**src/rtl/cpu_run_ctrl.sv**
```systemverilog
// cpu_run_ctrl: CPU run/step/pace controller with MMIO data memory, LED register and run counter.
module cpu_run_ctrl #(
    parameter int DATA_W     = 32,
    parameter int ADDR_W     = 32,
    parameter int DMEM_DEPTH = 16,
    parameter int N_LED      = 4,
    parameter int LED_ADDR   = 1,
    parameter int TICK_DIV   = 50000000,
    parameter int RST_HOLD   = 4
) (
    input  logic              CLK100MHZ,
    input  logic              RST,
    input  logic [1:0]        RUN_MODE,
    input  logic              STEP_BTN,
    input  logic              LED_MODE,
    input  logic [ADDR_W-1:0] MEM_ADDR,
    input  logic [DATA_W-1:0] MEM_WDATA,
    input  logic              MEM_READ_WRN,
    output logic [DATA_W-1:0] MEM_RDATA,
    output logic              CPU_RST_N,
    output logic              CPU_HALT,
    output logic [N_LED-1:0]  LED_OUT,
    output logic [31:0]       RUN_CNT
);
    localparam int MAW = DMEM_DEPTH > 1 ? $clog2(DMEM_DEPTH) : 1;
    localparam int LAW = $clog2(N_LED);

    typedef enum logic [2:0] {HOLD, RUN, PACE_WAIT, PULSE, STEP_WAIT, HALTED} state_t;
    state_t state, state_nxt, tgt;

    logic [DATA_W-1:0] mem [DMEM_DEPTH];
    logic [N_LED-1:0]  led, led_nxt;
    logic [31:0]       hold_cnt, tick_cnt;
    logic [2:0]        sync;
    logic              in_range, wr_ok, step_ev;
    logic [MAW-1:0]    idx;

    assign in_range  = MEM_ADDR < ADDR_W'(DMEM_DEPTH);
    assign idx       = MEM_ADDR[MAW-1:0];
    assign MEM_RDATA = in_range ? mem[idx] : '0;
    assign wr_ok     = !MEM_READ_WRN && CPU_RST_N && !CPU_HALT;
    assign led_nxt   = (wr_ok && MEM_ADDR == ADDR_W'(LED_ADDR)) ? MEM_WDATA[N_LED-1:0] : led;
    // sync[1] is the synchronised button, sync[2] its previous value for edge detection
    assign step_ev   = sync[1] && !sync[2];

    always_comb begin
        tgt = HALTED;
        case (RUN_MODE)
            2'b00:   tgt = RUN;
            2'b01:   tgt = PACE_WAIT;
            2'b10:   tgt = STEP_WAIT;
            default: tgt = HALTED;
        endcase
    end

    always_comb begin
        state_nxt = state;
        case (state)
            HOLD:      if (hold_cnt == 32'(RST_HOLD - 1)) state_nxt = tgt;
            PACE_WAIT: state_nxt = tgt != PACE_WAIT ? tgt : tick_cnt == 32'(TICK_DIV - 2) ? PULSE : PACE_WAIT;
            STEP_WAIT: state_nxt = tgt != STEP_WAIT ? tgt : step_ev ? PULSE : STEP_WAIT;
            default:   state_nxt = tgt;
        endcase
    end

    always_ff @(posedge CLK100MHZ or posedge RST) begin
        if (RST) begin
            state     <= HOLD;
            hold_cnt  <= '0;
            tick_cnt  <= '0;
            sync      <= '0;
            led       <= '0;
            LED_OUT   <= '0;
            RUN_CNT   <= '0;
            CPU_RST_N <= 1'b0;
            CPU_HALT  <= 1'b1;
            for (int i = 0; i < DMEM_DEPTH; i++) mem[i] <= '0;
        end else begin
            state     <= state_nxt;
            hold_cnt  <= state == HOLD ? hold_cnt + 1 : '0;
            tick_cnt  <= (state == PACE_WAIT && state_nxt == PACE_WAIT) ? tick_cnt + 1 : '0;
            sync      <= {sync[1:0], STEP_BTN};
            led       <= led_nxt;
            LED_OUT   <= LED_MODE ? led_nxt : N_LED'(1) << led_nxt[LAW-1:0];
            CPU_RST_N <= state_nxt != HOLD;
            CPU_HALT  <= !(state_nxt == RUN || state_nxt == PULSE);
            if (CPU_RST_N && !CPU_HALT && RUN_CNT != '1) RUN_CNT <= RUN_CNT + 1;
            if (wr_ok && in_range) mem[idx] <= MEM_WDATA;
        end
    end
endmodule

```
**config.mk**
```make
export PLATFORM = sky130hd
export DESIGN_NAME = cpu_run_ctrl
export DESIGN_NICKNAME = d
export VERILOG_FILES = /design/src/rtl/cpu_run_ctrl.sv
export SDC_FILE = /design/constraint.sdc
export NUM_CORES = 1
export LEC_CHECK = 0
export CAP_MARGIN = 20
export CORE_MARGIN = 3
export CORE_UTILIZATION = 55
export DETAILED_ROUTE_END_ITERATION = 10
export DONT_BUFFER_PORTS = 1
export HOLD_SLACK_MARGIN = 0.1
export PLACE_DENSITY = 0.68
export SLEW_MARGIN = 20
export SYNTH_ARGS = -nofsm -noshare
export SYNTH_HDL_FRONTEND = slang
export SYNTH_SLANG_ARGS = --single-unit
```
**constraint.sdc**
```tcl
create_clock -name CLK100MHZ -period 27.9 [get_ports CLK100MHZ]
set_input_delay 5.58 -clock CLK100MHZ [delete_from_list [all_inputs] [get_ports CLK100MHZ]]
set_output_delay 5.58 -clock CLK100MHZ [all_outputs]
set_load 0.02 [all_outputs]
```
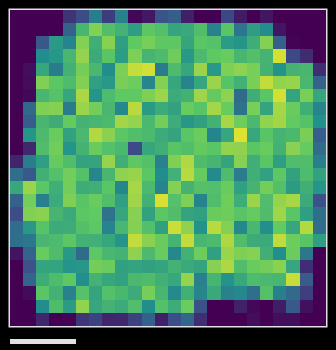
Fig. 1. Cell area per tile.
The bar under the picture is 50 um long. 24 x 24 tiles, from dark purple (low) to yellow (high), 0 to 100% covered.
The mean over all tiles is 55%. 24% of the tiles are over 75% full. 9.9% of the tiles are nearly empty. The fullest tile reaches 95%.
floorplan utilization: 0.560
Final Util: 0.609
area of the core: 53,100 um2

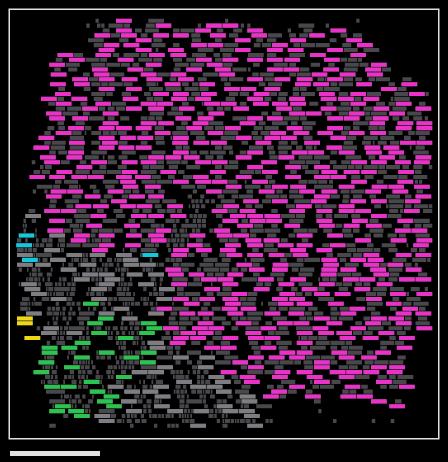
Fig. 2. Sequential cells grouped by signal name.
The bar under the picture is 50 um long.
Magenta marks `mem`, placed flops 512, where widely spread. Cyan marks `LED_OUT`, placed flops 4, where west. Yellow marks `sync`, placed flops 3. Green marks `hold_cnt`, placed flops 32, where south-west.
Another 73 sequential cells are not colored.
Seq/total area: 0.483
Flop+latch power: 932 uW
Sequential Area: 15,600 um2

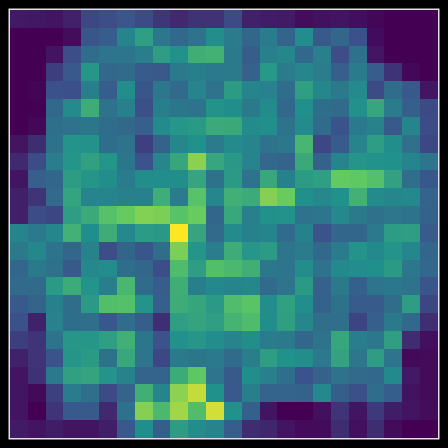
Fig. 3. Signal metal coverage by tile.
24 x 24 tiles, from dark purple (low) to yellow (high), scaled to the fullest tile. Values are wire area over tile area, all layers added.
The densest ninth of the die: center. The fullest tile reaches 0.48. The mean over all tiles is 0.18. 4.9% of the tiles are nearly empty.
via count: 16,400
WL final: 65,400 um
wire length per cell: 24.7 um
GRT Overall Usage: 0.235

==> out/summary.txt <==
status - complete, no violations
Top logic family - multiplexers
hold_buf cts - 0
Non-clock buffer share - 0.00705
Top Layout Cells - dfrtp_1 (623), mux2_2 (269), mux2_4 (210), mux4_2 (160), nor2_1 (81)
Post-Synthesis Cells - 1,966
Met3 Wirelength - 2810 um
count leader, synth - dfrtp_1
synthesized flop and latch total - 624
Area leader share - 0.524
RR Endpoint - mem[13]$_DFFE_PP0P_
post-DP HPWL - 37,500 um
total grt overflow - 0
count of library flops with an enable pin - 0
total power - 1890 uW
Vias/cell - 6.18
Max VDD drop - 0.0448 mV
MI comb cells - 1,174
worst reg-to-reg setup slack - 24.70 ns
fin nets - 1,989
Critical Path End Type - output pin
register share after synthesis - 0.525
main flop type - dfrtp_1
Power Density - 58.4 nW/um2
largest net degree at the start of global routing - 172
clk cell area share - 0.0684
Post-CTS Setup Bufs - 0
CP max-delay cell - nor4_1
crit-path cells - nor4_1 > nand4_1 > nor2_4 > buf_4 > and2_1
max-capacitance violation count - 0
area reported by Yosys stat - 29,700 um2
Synth-to-Final Area Change - 8.62%
cycle use final - 0.489
Ant. Diodes - 0
slew at the pin closest to its max-slew limit - 1.12 ns
Yosys Instances - 1,966
Fin Clk Skew - 0.0121 ns
Crit. Startpoint - MEM_ADDR[21]
YS warnings - 0
Synth area leader - dfrtp_1
Flop pwr share - 0.494
Biggest Area Class - registers
wl on met1 - 29,800 um
RD Place Congestion - 0.801
Levels on crit path - 5
placed standard-cell area - 30,100 um2
Top cell excl fill/tap - dfrtp_1
Iter 0 DRT Violations - 1,048
Num CTS Buffers - 68
slowest stage delay, CP - 0.73 ns
tool warnings - 40
highest routed layer - met4
fillers - 3,961
Final setup viols - 0
reg2reg path depth - 6
hold crit path type - reg -> reg
Min-Delay Endpoint - sync[1]$_DFF_PP0_
critical path class - in -> out
XOR Share, Synth - 0.0259
Leakage - 0.0158 uW
initial antenna violation count - 0
critical path launch point type - primary input
Latency at later pin - 0.59 ns
first-pass GRT wire length - 103,000 um
Inverters, non-clock - 15
Sw Share - 0.225
setup TNS - 0 ns
DR pass1 iterations - 5
logic share of the area - 0.413
pre-CTS WS - 14.14 ns
Seq cells - 624
Port Buffers - 0
yosys aoi share - 0.00665
RSZ-0062 raised after global routing - no
CTS tree - done
busiest grt layer - met2
Nets at Floorplan - 2,045
share of layout cells above drive strength 1 - 0.400
root buf cell - clkbuf_16
Clk network pwr share - 0.469
asr flop ratio synth - 1.00
mux frac, synth - 0.344
die height - 239 um
dpl cells - 2,528
Comb power frac - 0.036
GRT met2 Usage - 0.378
worst path bufs/invs - 1
fin. max-slew vios - 0
critical-path maximum fanout - 24
Largest delay share family, worst path - simple AND/OR/NAND/NOR gates
Yosys cell types - 48
synth top area cells - dfrtp_1 (52%), mux4_2 (12%), mux2_4 (11%)
Synth Area in Adders - 0.00337
Comb area - 13,300 um2
Reg clk slew, reported paths - 0.06 ns
Hold Fails Final Rpt - 0
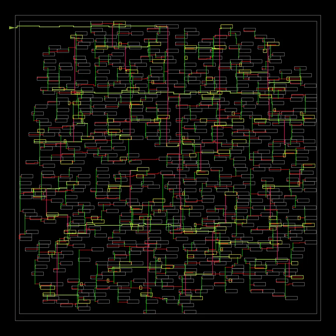
Fig. 4. Clock nets.
# clk buffers: 107
power in the clock group: 885 uW

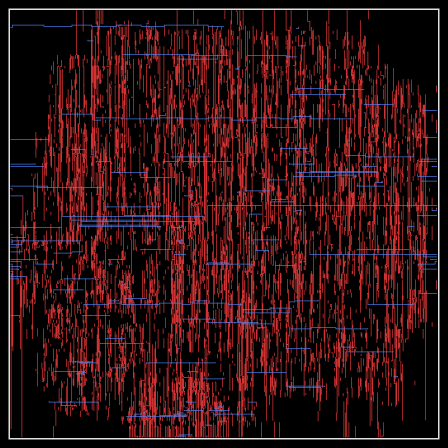
Fig. 5. Wiring by layer.
Two of the layers only.
Red marks met2, wire length 31.4 mm. Blue marks met3, wire length 2,810 um.

[state kept, by name, summed over array words and instances, names as in the netlist, 3 cells and up]
signal	flops
mem	512
RUN_CNT	32
hold_cnt	32
tick_cnt	32
LED_OUT	4
led	4
state	3
sync	3
[logic make-up (layout without fill, tap and decap cells)]
group                      Yosys count  after routing
DFF                                624            624
AOI/OAI and AO/OA                   29             29
muxes                              678            678
xor gates and xnor gates            88             88
buffers and inverters              168            164
and+or+nand+nor                    371            371
adders and majority gates            8              8
[power by group through the flow]
| stage | combinational, uW | sequential (uW) | clock (uW) |
|---|---|---|---|
| floorplan | 71.3 | 945 | 0 |
| global placement | 68.2 | 948 | 0 |
| detailed placement | 69.8 | 948 | 0 |
| CTS | 69.8 | 932 | 907 |
| global route | 76.8 | 932 | 944 |
| finish | 68.7 | 932 | 885 |
No activity file was given, so power comes from the tool's default toggle rates.
